==> run_1/final_clocks.png <==
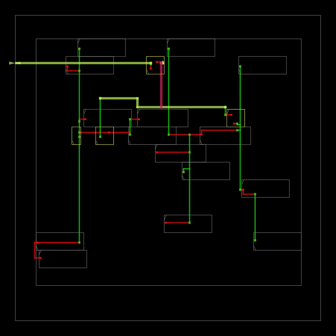
==> run_1/wire_density.png <==
Scale bar: 10 um. 9 x 9 tiles, from dark blue (low) to red (high), scaled to the fullest tile. Values are wire area over tile area, all layers added.
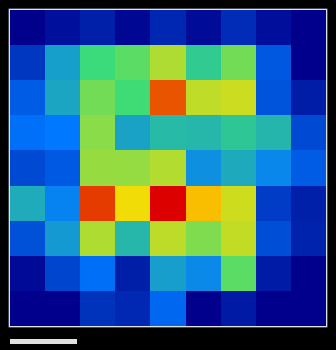
==> run_1/pins.png <==
Scale bar: 10 um. Pins as bars across the die edge, other pins in gray.
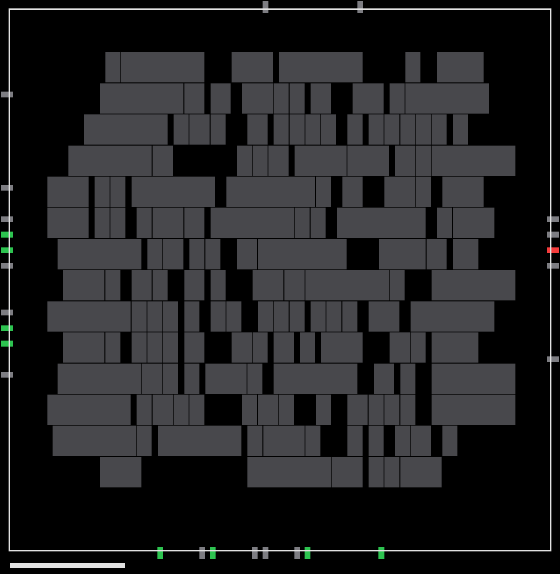
`src/rtl/param_shift_serdes.sv`:
```
// param_shift_serdes: WIDTH-bit universal register with parallel load and a
// bounded WIDTH-step serial shift in either direction, plus Busy/Done status.
// Optional build macro: SERDES_NEGEDGE_OUT_EN (SerOut re-timed on falling Clk).
module param_shift_serdes #(
    parameter int unsigned WIDTH = 8
) (
    input  logic             Clk,
    input  logic             Reset,
    input  logic             Load,
    input  logic [WIDTH-1:0] D,
    input  logic             Start,
    input  logic             Dir,
    input  logic             SerIn,
    output logic             SerOut,
    output logic [WIDTH-1:0] Q,
    output logic             Busy,
    output logic             Done
);

    localparam int unsigned CNT_W = $clog2(WIDTH + 1);

    typedef enum logic [1:0] {
        ST_IDLE  = 2'd0,
        ST_SHIFT = 2'd1,
        ST_DONE  = 2'd2
    } state_t;

    state_t             state_q, state_d;
    logic [WIDTH-1:0]   q_q, q_d;
    logic [CNT_W-1:0]   cnt_q, cnt_d;
    logic               dir_q, dir_d;
    logic               ser_out_c;

    // State and datapath registers, synchronous active-high reset
    always_ff @(posedge Clk) begin
        if (Reset) begin
            state_q <= ST_IDLE;
            q_q     <= '0;
            cnt_q   <= '0;
            dir_q   <= 1'b0;
        end else begin
            state_q <= state_d;
            q_q     <= q_d;
            cnt_q   <= cnt_d;
            dir_q   <= dir_d;
        end
    end

    // Next-state and datapath update; Load/Start only honoured in IDLE
    always_comb begin
        state_d = state_q;
        q_d     = q_q;
        cnt_d   = cnt_q;
        dir_d   = dir_q;
        case (state_q)
            ST_IDLE: begin
                if (Load) begin
                    q_d = D;
                end
                if (Start) begin
                    dir_d   = Dir;
                    cnt_d   = '0;
                    state_d = ST_SHIFT;
                end
            end
            ST_SHIFT: begin
                if (dir_q) begin
                    q_d = {q_q[WIDTH-2:0], SerIn};
                end else begin
                    q_d = {SerIn, q_q[WIDTH-1:1]};
                end
                cnt_d = cnt_q + CNT_W'(1);
                // Last shift of the sequence leaves the counter at WIDTH
                if (cnt_q == CNT_W'(WIDTH - 1)) begin
                    state_d = ST_DONE;
                end
            end
            ST_DONE: begin
                state_d = ST_IDLE;
            end
            default: begin
                state_d = ST_IDLE;
            end
        endcase
    end

    // Bit that leaves on the next shift, chosen by the latched direction
    always_comb begin
        ser_out_c = dir_q ? q_q[WIDTH-1] : q_q[0];
    end

`ifdef SERDES_NEGEDGE_OUT_EN
    logic ser_out_q;

    // Half-cycle re-timing so a rising-edge receiver sees a centred bit
    always_ff @(negedge Clk) begin
        if (Reset) begin
            ser_out_q <= 1'b0;
        end else begin
            ser_out_q <= ser_out_c;
        end
    end

    assign SerOut = ser_out_q;
`else
    assign SerOut = ser_out_c;
`endif

    assign Q    = q_q;
    assign Busy = (state_q == ST_SHIFT);
    assign Done = (state_q == ST_DONE);

endmodule

```
`config.mk`:
```
export PLATFORM = sky130hd
export DESIGN_NAME = param_shift_serdes
export DESIGN_NICKNAME = d
export VERILOG_FILES = /design/src/rtl/param_shift_serdes.sv
export SDC_FILE = /design/constraint.sdc
export NUM_CORES = 1
export LEC_CHECK = 0
export ABC_AREA = 1
export CAP_MARGIN = 40
export CORE_MARGIN = 3
export CORE_UTILIZATION = 48
export CTS_CLUSTER_SIZE = 40
export DETAILED_ROUTE_END_ITERATION = 10
export PLACE_DENSITY = 0.84
export SLEW_MARGIN = 10
export SYNTH_ARGS = -nofsm -noshare
export SYNTH_HDL_FRONTEND = slang
export SYNTH_SLANG_ARGS = --single-unit
```
`constraint.sdc`:
```
create_clock -name Clk -period 1.6 [get_ports Clk]
set_input_delay 0.4 -clock Clk [delete_from_list [all_inputs] [get_ports Clk]]
set_output_delay 0.4 -clock Clk [all_outputs]
set_load 0.05 [all_outputs]
```
==> impl_metrics.toml, run 1 <==
# implementation run metrics
[finish]
diodes = 0
drive_gt1_frac = 0.1613
instances_no_fill = 171
postLayoutCellArea_sq_um = 1186
area.growth.synth_to_final_pct = 45.85
nets = 171

[pwr]
powerDensity_nw_per_um2 = 899.3
leakagePower_nw = 0.5165
peakVddDrop_uv = 718.7
p_total_mw = 1.067

[synthesis]
synth_top_cell_by_area = "dfxtp_1"
ys_seq_share = 0.3692
synth_area_per_cell_sq_um = 6.354
synth_cell_types = 19
ys_ff = 15
syn_inst = 128
top_area_frac = 0.3692
synth.area.top_cells = "dfxtp_1 (37%), nand2_1 (23%), nor2_1 (11%), a21oi_1 (7.4%), o21ai_0 (4.9%)"
yosysWarnings = 0
fp_nets = 143
ys_chip_area_sq_um = 813.3
yosys_cells = 128

[timing]
timing_hold_violations_final = 0
clock_skew_ps = 7.786
period_used_share = 0.9567
setup_viol_count_final = 0
worst_slew_pin_slew_ps = 350.4
relSlewSlack = 0.7662
slew_viol_final = 0
fin_crit_ps = 1531
fmax_mhz = 653.3

[die]
chipWidth_um = 47.16
rows = 14
core-area_sq_um = 1559
fp_util = 0.5217
die-area_sq_um = 2224
io_pins = 25
die_height_um = 47.16

[clocking]
cts_hold_buf = 0
clockBufferDepth = 2
htree_levels = 1
numCtsBuffers = 3
path_clk_slew_ps = 90
worstSkewPairLatency_ps = 290
cts_tree = "done"
clockRootBuffer = "clkbuf_4"

[flow_run]
tool_warnings = 26
drv_cap = 0

[detailed_routing]
drc = 0
first_pass_iters = 4
routedWlPerCell_um = 11.92
routed_via_density = 5.257
first_iter_violations = 21
wl_mm = 2.039
dr_wl_met3_um = 123
route.vias.total = 899
ant_nets = 0
wl_met2_mm = 1.035
top_layer = "met4"

[critical_path]
path_delay_family = "flip-flops"
critPathMaxFanout = 6
path_cells = "inv_1 -> nor2_4 -> buf_12"
worstPathArrival_ps = 1130
worstSetupPathType = "register to primary output"
critPathCaptureType = "primary output"
path_buffers = 2
critPathRequiredTime_ps = 1200
cpPeakStageDelay_ps = 410
cpMaxStageDelayCell = "dfxtp_2"

[place]
placed_area_sq_um = 1156
io_buffers = 24
gp_congestion = 0.8245
place_hpwl_mm = 1.567
placed_cells = 167

[global_route]
grt_max_degree = 19
grt_use_total = 0.2124
grt_pass1_wl_mm = 3.401
grt_pass1_vias = 868
antenna_found_initial = 0
overflow = 0

[worst_hold_path]
hp-class = "register to register"

[run_status]
status = "complete, no violations"
-- final_clocks.png (at the start) --
clock-net power: 221 uW
Sink Count: 15
Flops: 15
Clock buffer cells: 4

-- wire_density.png (at the start) --
densest ninth of the die: center
mean over tiles: 0.15
nearly empty tiles: 12%
fullest tile: 0.47

-- pins.png (at the start) --
| color | port | pins | direction | edge |
|---|---|---|---|---|
| green | D | 8 | input | 4 bottom, 4 left |
| red | Done | 1 | output | right |

-- run 1: cells in the final DEF (no fill, tap or decap), drive strengths merged --
cell type and count:
clkinv 1, nor3 1, nor2 26, ha 1, a21oi 12, inv 4
clkdlybuf4s50 13, nand2 51, nand3 3, buf 14, dfxtp 15, o21ai 10
clkbuf 4
-- run 1: layout make-up --
cell class | instances | area [sq um]
Sequential cell | 15 | 304.0
Tap cell | 16 | 20.02
Clock buffer | 4 | 26.28
Timing Repair Buffer | 27 | 360.3
Inverter | 5 | 18.77
Multi-Input combinational cell | 104 | 456.7
Fill cell | 131 | 372.9
-- run 1: worst paths after layout --
check                           startpoint       end  slack (ps)  cells after the start
worst max-delay path            state_q[0]      Busy          70                      3
worst min-delay path              cnt_q[1]  cnt_q[1]         490                      2
worst max register to register  state_q[0]      Q[5]         450                      5
worst min register to register    cnt_q[1]  cnt_q[1]         490                      2
-- run 1: cell families (layout without fill, tap and decap cells) --
kind of cell | Yosys count | count (layout) | share of synthesized area
and+or+nand+nor | 81 | 81 | 0.4108
DFF | 15 | 15 | 0.3692
adders and majority gates | 1 | 1 | 0.01538
buffers and inverters | 9 | 36 | 0.06921
AOI/OAI and AO/OA | 22 | 22 | 0.1354
-- run 1: per-layer routing --
layer | vias to the layer above | GRT usage
met1 | 411 | 0.2574
met5 | - | 0
met4 | 0 | 0.03867
met3 | 2 | 0.07280
li1 | 460 | -
met2 | 26 | 0.3659
-- run 1: worst register-to-register path, cell delays in order, from the launching register on --
cell     delay (ps)
dfxtp_2         410
nor2_2           70
nor2_4          270
nand2_1         100
nor2_1          140
nor2_1           50
-- run 1: power by group --
group          switching (mW)  leakage (nW)  internal, mW  total [mW]
logic                   0.213         0.377         0.177       0.390
registers              0.0500         0.125         0.406       0.456
clock network           0.124        0.0150        0.0970       0.221
total                   0.387         0.516         0.680        1.07
-- run 1: cells in the mapped netlist (all sizes together) --
cell and n:
a21oi 12, clkinv 1, nand2 51, ha 1, nand3 3, buf 3
o21ai 10, clkbuf 1, nor3 1, dfxtp 15, nor2 26, inv 4
-- run 1: state kept, by name, summed over array words and instances, names as in the netlist --
signal and cells:
dir_q 1, Q 8, cnt_q 4, state_q 2
-- run 1: metrics by stage --
stage / setup WS, ps / util
finish: 69.33 / 0.7608
global route: 4.749 / 0.7608
CTS: 58.68 / 0.7608
detailed placement: 14.56 / 0.7416
global placement: 68.73 / 0.7416
floorplan: 29.68 / -
-- run 1: what timing repair did --
action / in CTS / in global routing
resized: 3 / 0
buffers inserted: 0 / 0
setup endpoints to repair: 3 / 0
--- run 2 (diff from run 1) ---
--- a/config.mk
+++ b/config.mk
@@ -7,10 +7,11 @@
 export LEC_CHECK = 0
 export ABC_AREA = 1
 export CAP_MARGIN = 40
-export CORE_MARGIN = 3
+export CORE_MARGIN = 1.5
 export CORE_UTILIZATION = 48
 export CTS_CLUSTER_SIZE = 40
 export DETAILED_ROUTE_END_ITERATION = 10
+export HOLD_SLACK_MARGIN = 0.12
 export PLACE_DENSITY = 0.84
 export SLEW_MARGIN = 10
 export SYNTH_ARGS = -nofsm -noshare
==> run_2/registers.png <==
Scale bar: 10 um. Other sequential cells in the stronger gray, the rest of the logic in the fainter gray.
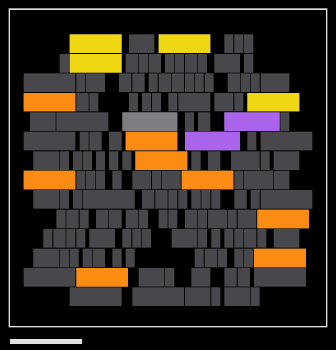
| color | netlist name | placed flops |
|---|---|---|
| orange | Q | 8 |
| purple | state_q | 2 |
| yellow | cnt_q | 4 |
not colored: 1

==> run_2/pins.png <==
Scale bar: 10 um. Pins as bars across the die edge, other pins in gray.
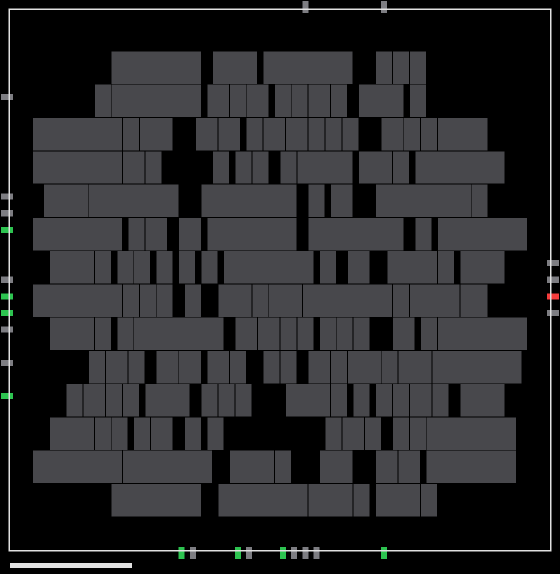
| color | port | pins | direction | edge |
|---|---|---|---|---|
| red | Done | 1 | output | right |
| green | D | 8 | input | 4 bottom, 4 left |

==> impl_metrics.toml, run 2 <==
# implementation run metrics
[run_status]
status = "complete, no violations"

[synthesis]
synth_top_cell_by_area = "dfxtp_1"
synth_area_per_cell_sq_um = 6.354
ys_seq_share = 0.3692
ys_ff = 15
yosysWarnings = 0
ys_dominant_reg_cell = "dfxtp_1"
most_common_cell = "nand2_1"
edf_count = 0
syn_inst = 128
yosys_cells = 128
synth.area.top_cells = "dfxtp_1 (37%), nand2_1 (23%), nor2_1 (11%), a21oi_1 (7.4%), o21ai_0 (4.9%)"
top_area_frac = 0.3692
synth_cell_types = 19
async_flop_share = 0
fp_nets = 143
top_cells_by_count = "nand2_1 (50), nor2_1 (23), dfxtp_1 (15), a21oi_1 (12), o21ai_0 (8)"

[detailed_routing]
wl_mm = 1.975
route.vias.total = 909
routed_via_density = 5.316
ant_nets = 0
routedWlPerCell_um = 11.55
drc = 0
dr_wl_met3_um = 115

[critical_path]
critPathMaxFanout = 6
critPathRequiredTime_ps = 1200
reg2reg_depth = 5
rrSetupSlack_ps = 490
worstPathArrival_ps = 1120
path_buffers = 2
cp.depth = 3
worstReg2RegStart = "state_q[0]"
worstSetupPathType = "register to primary output"
startpoint = "state_q[0]"
cpMaxStageDelayCell = "dfxtp_2"
path_cells = "inv_1 -> nor2_4 -> buf_12"
path_delay_family = "flip-flops"
critPathCaptureType = "primary output"

[clocking]
cts_hold_buf = 0
cts_setup_buffers = 0
clockBufferDepth = 2
cts_resized = 2
clockRootBuffer = "clkbuf_4"
path_clk_slew_ps = 100
htree_levels = 1
clock_sinks = 15
cts_tree = "done"
worstSkewPairLatency_ps = 300

[global_route]
grt_max_degree = 19
antenna_found_initial = 0
overflow = 0
grt_pass1_vias = 796
grt_pass1_wl_mm = 3.236

[finish]
drive_gt1_frac = 0.1677
area.growth.synth_to_final_pct = 46.00
diodes = 0
largest_register_ffs = 8
lay_top_count = "nand2_1"
instances_no_fill = 171
final_cell_mix = "nand2_1 (50), nor2_1 (23), clkdlybuf4s50_1 (13)"
nets = 171

[die]
core-area_sq_um = 1541
die_height_um = 44.16
chipWidth_um = 44.16
io_pins = 25
die-area_sq_um = 1950
rows = 14
fp_util = 0.5276

[flow_run]
tool_warnings = 26
drv_cap = 0

[pwr]
powerDensity_nw_per_um2 = 899.7

[worst_hold_path]
hp-class = "register to register"

[timing]
fmax_mhz = 656.9
period_used_share = 0.9515
fin_crit_ps = 1522
timing_hold_violations_final = 0
worst_slew_pin_slew_ps = 352.3
relSlewSlack = 0.7649

[place]
placed_cells = 167
==> run 2: cell counts after synthesis <==
No cell type changed its count.
==> run 2: metal layers <==
| layer | vias up | track usage |
|---|---|---|
| li1 | 461 | - |
| met1 | 419 | 0.2774 |
| met2 | 25 | 0.3588 |
| met3 | 4 | 0.07347 |
| met4 | 0 | 0.1030 |
| met5 | - | 0 |
==> run 2: cell type report <==
| cell class | count | area, sq um |
|---|---|---|
| tap | 16 | 20.02 |
| multi-input combinational | 104 | 456.7 |
| timing repair buffer | 27 | 360.3 |
| clock inverter | 1 | 5.005 |
| clock buffer | 3 | 22.52 |
| fill | 113 | 354.1 |
| inverter | 5 | 18.77 |
| sequential | 15 | 304.0 |
==> run 2: logic make-up after synthesis <==
family | count (synthesis) | synth area share
simple gates | 81 | 0.4108
compound gates | 22 | 0.1354
flops | 15 | 0.3692
buf+inv | 9 | 0.06921
fa+ha+maj | 1 | 0.01538
==> run 2: how the worst min path moves through the flow <==
stage	depth (start not counted)	to	start	slack, ps
after floorplan	1	cnt_q[0]	cnt_q[0]	450
after global placement	2	cnt_q[1]	cnt_q[1]	470
after detailed placement	2	cnt_q[1]	cnt_q[1]	480
after CTS	2	cnt_q[1]	cnt_q[1]	500
after global routing	1	cnt_q[0]	cnt_q[0]	540
final	2	cnt_q[1]	cnt_q[1]	500
==> run 2: worst min-delay path: stages (launching register included) <==
cell	delay (ps)
dfxtp_1	340
nand2_1	70
a21oi_1	50
==> run 2: power breakdown <==
part,switching [mW],internal [mW],total (mW)
logic,0.213,0.177,0.390
clock network,0.130,0.0931,0.223
registers,0.0494,0.406,0.455
total,0.393,0.676,1.07
==> run 2: stage by stage <==
step | setup slack (ps) | instance area [sq um] | power, mW | util | hold slack, ps
floorplan | 29.68 | 813.3 | 0.6759 | - | 447.5
global placement | 68.58 | 1156 | 0.8425 | 0.7500 | 468.3
detailed placement | 18.76 | 1156 | 0.8500 | 0.7500 | 480.4
CTS | 70.06 | 1186 | 1.074 | 0.7695 | 495.4
global route | 15.20 | 1187 | 1.123 | 0.7703 | 536.5
finish | 77.66 | 1187 | 1.068 | 0.7703 | 496.2
No activity file was given, so power comes from the tool's default toggle rates.
